--- src/rtl/cbd_down_counter.sv ---
// WIDTH-bit synchronous down counter with borrow-in/borrow-out cascade, parallel load
// and asynchronous active-low clear. Optional auto-reload on terminal count: CBD_AUTORELOAD_EN.
module cbd_down_counter #(
  parameter int unsigned WIDTH = 2,
  parameter int unsigned INIT  = 0
) (
  input  logic             clk_i,
  input  logic             cd_i,
  input  logic             ld_i,
  input  logic [WIDTH-1:0] d_i,
  input  logic             bi_i,
  output logic [WIDTH-1:0] q_o,
  output logic             bo_o,
  output logic             zero_o
);

  localparam logic [WIDTH-1:0] INIT_W = WIDTH'(INIT);
  localparam logic [WIDTH-1:0] ONE_W  = WIDTH'(1);
  localparam logic [WIDTH-1:0] ZERO_W = '0;

  logic [WIDTH-1:0] q_q;
  logic [WIDTH-1:0] q_d;
  logic             q_is_zero;

  assign q_is_zero = (q_q == ZERO_W);

`ifdef CBD_AUTORELOAD_EN
  logic [WIDTH-1:0] rld_q;
  logic [WIDTH-1:0] rld_d;

  // Reload value: all-ones after clear so an unloaded counter behaves like plain wrap.
  always_comb begin
    rld_d = rld_q;
    if (ld_i) begin
      rld_d = d_i;
    end
  end

  always_ff @(posedge clk_i or negedge cd_i) begin
    if (!cd_i) begin
      rld_q <= '1;
    end else begin
      rld_q <= rld_d;
    end
  end
`endif

  // Next count: load beats decrement beats hold.
  always_comb begin
    q_d = q_q;
    if (ld_i) begin
      q_d = d_i;
    end else if (bi_i) begin
`ifdef CBD_AUTORELOAD_EN
      if (q_is_zero) begin
        q_d = rld_q;
      end else begin
        q_d = q_q - ONE_W;
      end
`else
      q_d = q_q - ONE_W;
`endif
    end
  end

  always_ff @(posedge clk_i or negedge cd_i) begin
    if (!cd_i) begin
      q_q <= INIT_W;
    end else begin
      q_q <= q_d;
    end
  end

  // Borrow ripples combinationally through a cascade; masked during load.
  assign q_o    = q_q;
  assign zero_o = q_is_zero;
  assign bo_o   = bi_i && q_is_zero && !ld_i;

endmodule

--- config.mk ---
export PLATFORM = sky130hd
export DESIGN_NAME = cbd_down_counter
export DESIGN_NICKNAME = d
export VERILOG_FILES = /design/src/rtl/cbd_down_counter.sv
export SDC_FILE = /design/constraint.sdc
export NUM_CORES = 1
export LEC_CHECK = 0
export ABC_AREA = 1
export ABC_CLOCK_PERIOD_IN_PS = 2100
export CORE_AREA = 4 4 41 43
export DETAILED_ROUTE_END_ITERATION = 12
export DIE_AREA = 0 0 45 47
export PLACE_DENSITY = 0.35
export SLEW_MARGIN = 40
export SYNTH_ARGS = -nofsm -noshare
export SYNTH_HDL_FRONTEND = slang
export SYNTH_SLANG_ARGS = --single-unit
export TNS_END_PERCENT = 30
--- constraint.sdc ---
create_clock -name clk_i -period 2.1 [get_ports clk_i]
set_clock_uncertainty 0.05 [all_clocks]
set_input_delay 0.42 -clock clk_i [delete_from_list [all_inputs] [get_ports clk_i]]
set_output_delay 0.42 -clock clk_i [all_outputs]
set_load 0.1 [all_outputs]
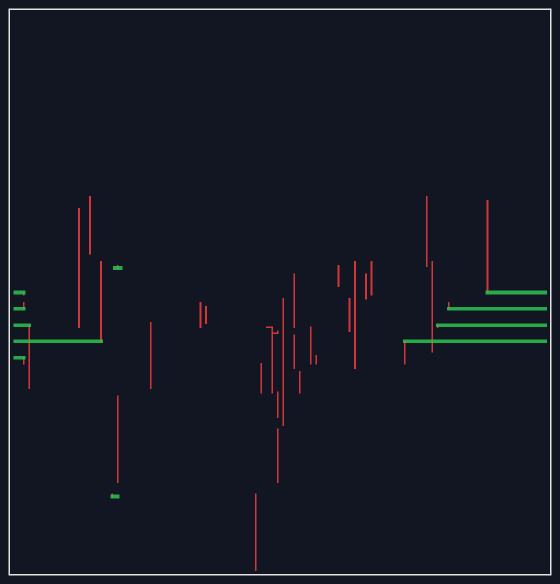
**Above:** run 1 (routed metal, one color a layer).
Drawn at 12 px/micron. Two of the layers only.
Red shows met2, wire length 130 microns. Green shows met3, wire length 44.4 microns.
total track usage: 4.90%
wirelength, routed: 374 microns
Wirelength per Cell: 8.50 microns
Via Count: 153

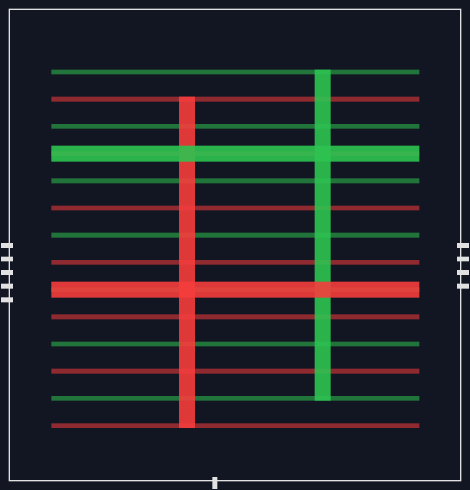
**Above:** run 1 (floorplan with the power grid).
Drawn at 10 px/micron. Pins as bars on the die edge.
Red shows VSS. Green shows VDD.
2 straps on met4. 2 straps on met5. 14 met1 rails follow the rows.
VDD IR max: 0.344 mV
core area: 0.00130 sq mm
Die Span Y: 47 microns
Die Width: 45 microns

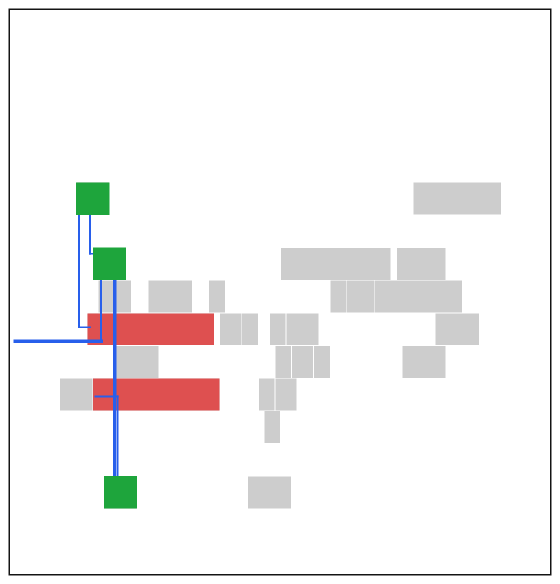
**Above:** run 1 (clock network drawn from the DEF).
Drawn at 12 px/micron.
Blue shows clock wires, length 60.9 microns. Green shows cells driving clock nets, count 3. Red shows flip-flops, count 2.
There are 4 routed clock nets.
clock power share: 32.4%
Clock Latency Late Sink: 220 ps

==> impl_metrics.json, run 1 <==
{
  "path_class": "in -> out",
  "crit_family": "buffers and inverters",
  "tightest_slew_ps": 279,
  "htree_levels": 1,
  "ys_sh_simple_pct": 39.8,
  "cts.sinks": 2,
  "cts-buffers-inserted": 3,
  "r2r_slack_ps": 1010,
  "grt_pass1_vias": 164,
  "top_area_cell": "dfrtp_1",
  "layout_top_cell": "clkdlybuf4s50_1",
  "initCoreUtil_pct": 9.42,
  "drive_above_1_share_pct": 48.3,
  "p_leak_nw": 0.126,
  "netlist-cell-type-count": 7,
  "share_comb_of_total_power_pct": 47.9,
  "drc": 0,
  "cts.repair.resized": 0,
  "cp.buffers_inverters": 2,
  "largest_reg_flops": 2,
  "status": "complete, no violations",
  "top_cells_by_count": "5 x nand2_1, 3 x inv_1, 3 x nand3_1",
  "rows": 13,
  "wl_met1_microns": 180,
  "topCellsByArea": "dfrtp_1 41%, nand2_1 15%, nand3_1 12%",
  "top_area_share_pct": 40.8,
  "sh_comb_area_pct": 28.0,
  "path_clk_slew_ps": 30,
  "clk-power_mw": 0.0844,
  "combGateArea_sq_um": 83.8,
  "postSynth.asyncResetShare_pct": 100,
  "clockBufferDepth": 2,
  "clkCellAreaFrac_pct": 7.53,
  "power.density_mw_per_mm2": 872,
  "stdcell_area_sq_um": 299,
  "wl_met2_microns": 130,
  "min_period_ps": 1820,
  "crit_chain": "clkdlybuf4s50_1, nand2_2, nor2_4, buf_12",
  "swShare_pct": 42.2,
  "fmax_mhz": 548,
  "critical_path.endpoint_type": "output pin"
}
==> run 2: changes to the inputs <==
--- a/config.mk
+++ b/config.mk
@@ -8,6 +8,7 @@
 export ABC_AREA = 1
 export ABC_CLOCK_PERIOD_IN_PS = 2100
 export CORE_AREA = 4 4 41 43
+export CTS_CLUSTER_DIAMETER = 30
 export DETAILED_ROUTE_END_ITERATION = 12
 export DIE_AREA = 0 0 45 47
 export PLACE_DENSITY = 0.35
==> run 2 against run 1 <==
  * Fmax did not move
  * Via count unchanged
  * Critical endpoint unchanged
  * First-iteration DRC count unchanged
  * Synthesized area unchanged
  * Setup slack is the same
  * Largest cell class unchanged
  * Routed wire length did not move
==> impl_metrics.json, run 2 <==
{
  "status": "complete, no violations",
  "ys_sh_simple_pct": 39.8,
  "fmax_mhz": 548,
  "netlist-cell-type-count": 7,
  "largest_reg_flops": 2,
  "vias": 153,
  "path_clk_slew_ps": 30,
  "postSynth.asyncResetShare_pct": 100,
  "max-vdd-ir-drop_mv": 0.344,
  "clkLatencyLatePin_ps": 220,
  "combGateArea_sq_um": 83.8,
  "topCellsByArea": "dfrtp_1 41%, nand2_1 15%, nand3_1 12%",
  "swShare_pct": 42.2,
  "cp.buffers_inverters": 2,
  "p_leak_nw": 0.126,
  "wl_per_cell_microns": 8.50,
  "drc": 0,
  "sh_comb_area_pct": 28.0,
  "crit_chain": "clkdlybuf4s50_1, nand2_2, nor2_4, buf_12",
  "drive_above_1_share_pct": 48.3,
  "min_period_ps": 1820,
  "wl_met1_microns": 180,
  "top_area_cell": "dfrtp_1",
  "grt_use_total_pct": 4.90
}
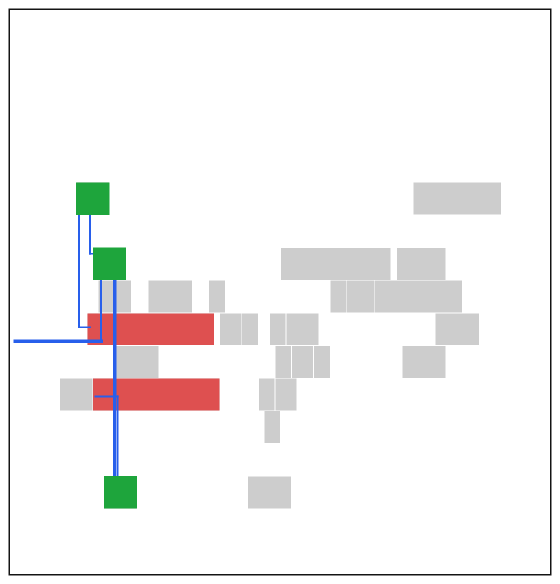
**Above:** run 2 (clock network drawn from the DEF).
Drawn at 12 px/micron.
Green shows cells driving clock nets, count 3. Blue shows clock wires, length 60.9 microns. Red shows flip-flops, count 2.
There are 4 routed clock nets.
power in the clock group: 0.0844 mW

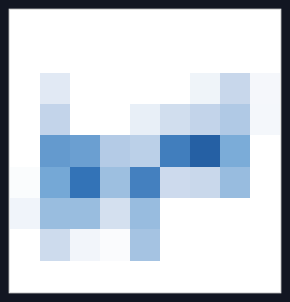
**Above:** run 2 (placement density heat map).
Drawn at 6 px/micron. The die is cut into 9 by 9 equal tiles; white is low, dark blue is high, 0 to 100% covered.
1.2% of the tiles are over 75% full. The mean over all tiles is 13%. The fullest tile reaches 80%. The densest ninth of the die: center. 58% of the tiles are nearly empty.
FP Util: 9.42%
share of the core filled with cells: 23.0%

==> run 3: changes to the inputs <==
--- a/config.mk
+++ b/config.mk
@@ -12,7 +12,6 @@
 export DETAILED_ROUTE_END_ITERATION = 12
 export DIE_AREA = 0 0 45 47
 export PLACE_DENSITY = 0.35
-export SLEW_MARGIN = 40
 export SYNTH_ARGS = -nofsm -noshare
 export SYNTH_HDL_FRONTEND = slang
 export SYNTH_SLANG_ARGS = --single-unit
==> run 3 against run 2 <==
  * Largest power group unchanged
  * Fmax did not move
  * Highest routed layer unchanged
  * Via count did not move
  * Clock-buffer cell count did not move
==> impl_metrics.json, run 3 <==
{
  "rows": 13,
  "clkCellAreaFrac_pct": 7.53,
  "layout_top_cell": "clkdlybuf4s50_1",
  "initCoreUtil_pct": 9.42,
  "cp.buffers_inverters": 2,
  "crit_chain": "clkdlybuf4s50_1, nand2_2, nor2_4, buf_12",
  "top_area_share_pct": 40.8,
  "ys_sh_simple_pct": 39.8,
  "clk-power_mw": 0.0844,
  "stdcell_area_sq_um": 299,
  "htree_levels": 1,
  "topCellsByArea": "dfrtp_1 41%, nand2_1 15%, nand3_1 12%",
  "min_period_ps": 1820,
  "cts.sinks": 2,
  "crit_family": "buffers and inverters",
  "p_leak_nw": 0.126,
  "path_clk_slew_ps": 30,
  "drc": 0,
  "wl_met2_microns": 130,
  "tightest_slew_ps": 279,
  "wl_per_cell_microns": 8.50,
  "grt_pass1_vias": 164,
  "clockBufferDepth": 2,
  "vias": 153,
  "critical_path.endpoint_type": "output pin",
  "largest_reg_flops": 2,
  "postSynth.asyncResetShare_pct": 100,
  "path_class": "in -> out",
  "share_comb_of_total_power_pct": 47.9,
  "die_w_microns": 45,
  "top_cells_by_count": "5 x nand2_1, 3 x inv_1, 3 x nand3_1",
  "status": "complete, no violations"
}
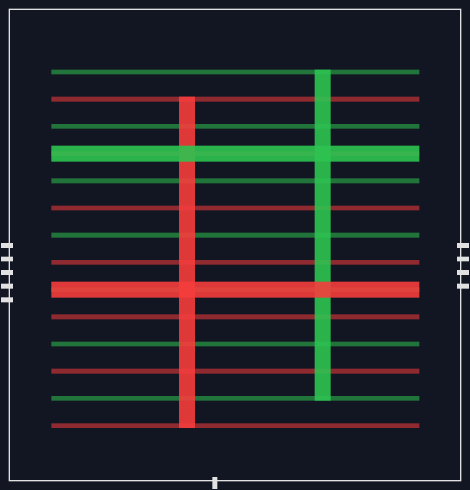
**Above:** run 3 (floorplan with the power grid).
Drawn at 10 px/micron. Pins as bars on the die edge.
Green shows VDD. Red shows VSS.
2 straps on met4. 14 met1 rails follow the rows. 2 straps on met5. The core has 13 rows.

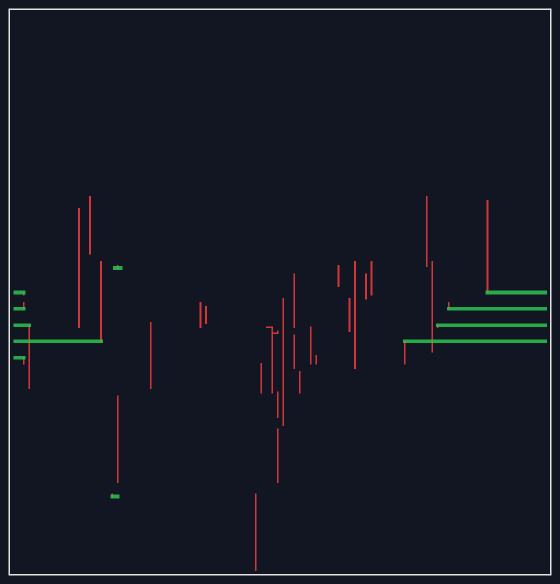
**Above:** run 3 (routed metal, one color a layer).
Drawn at 12 px/micron. Two of the layers only.
Green shows met3, wire length 44.4 microns. Red shows met2, wire length 130 microns.

Power and IR drop assume default switching activity.
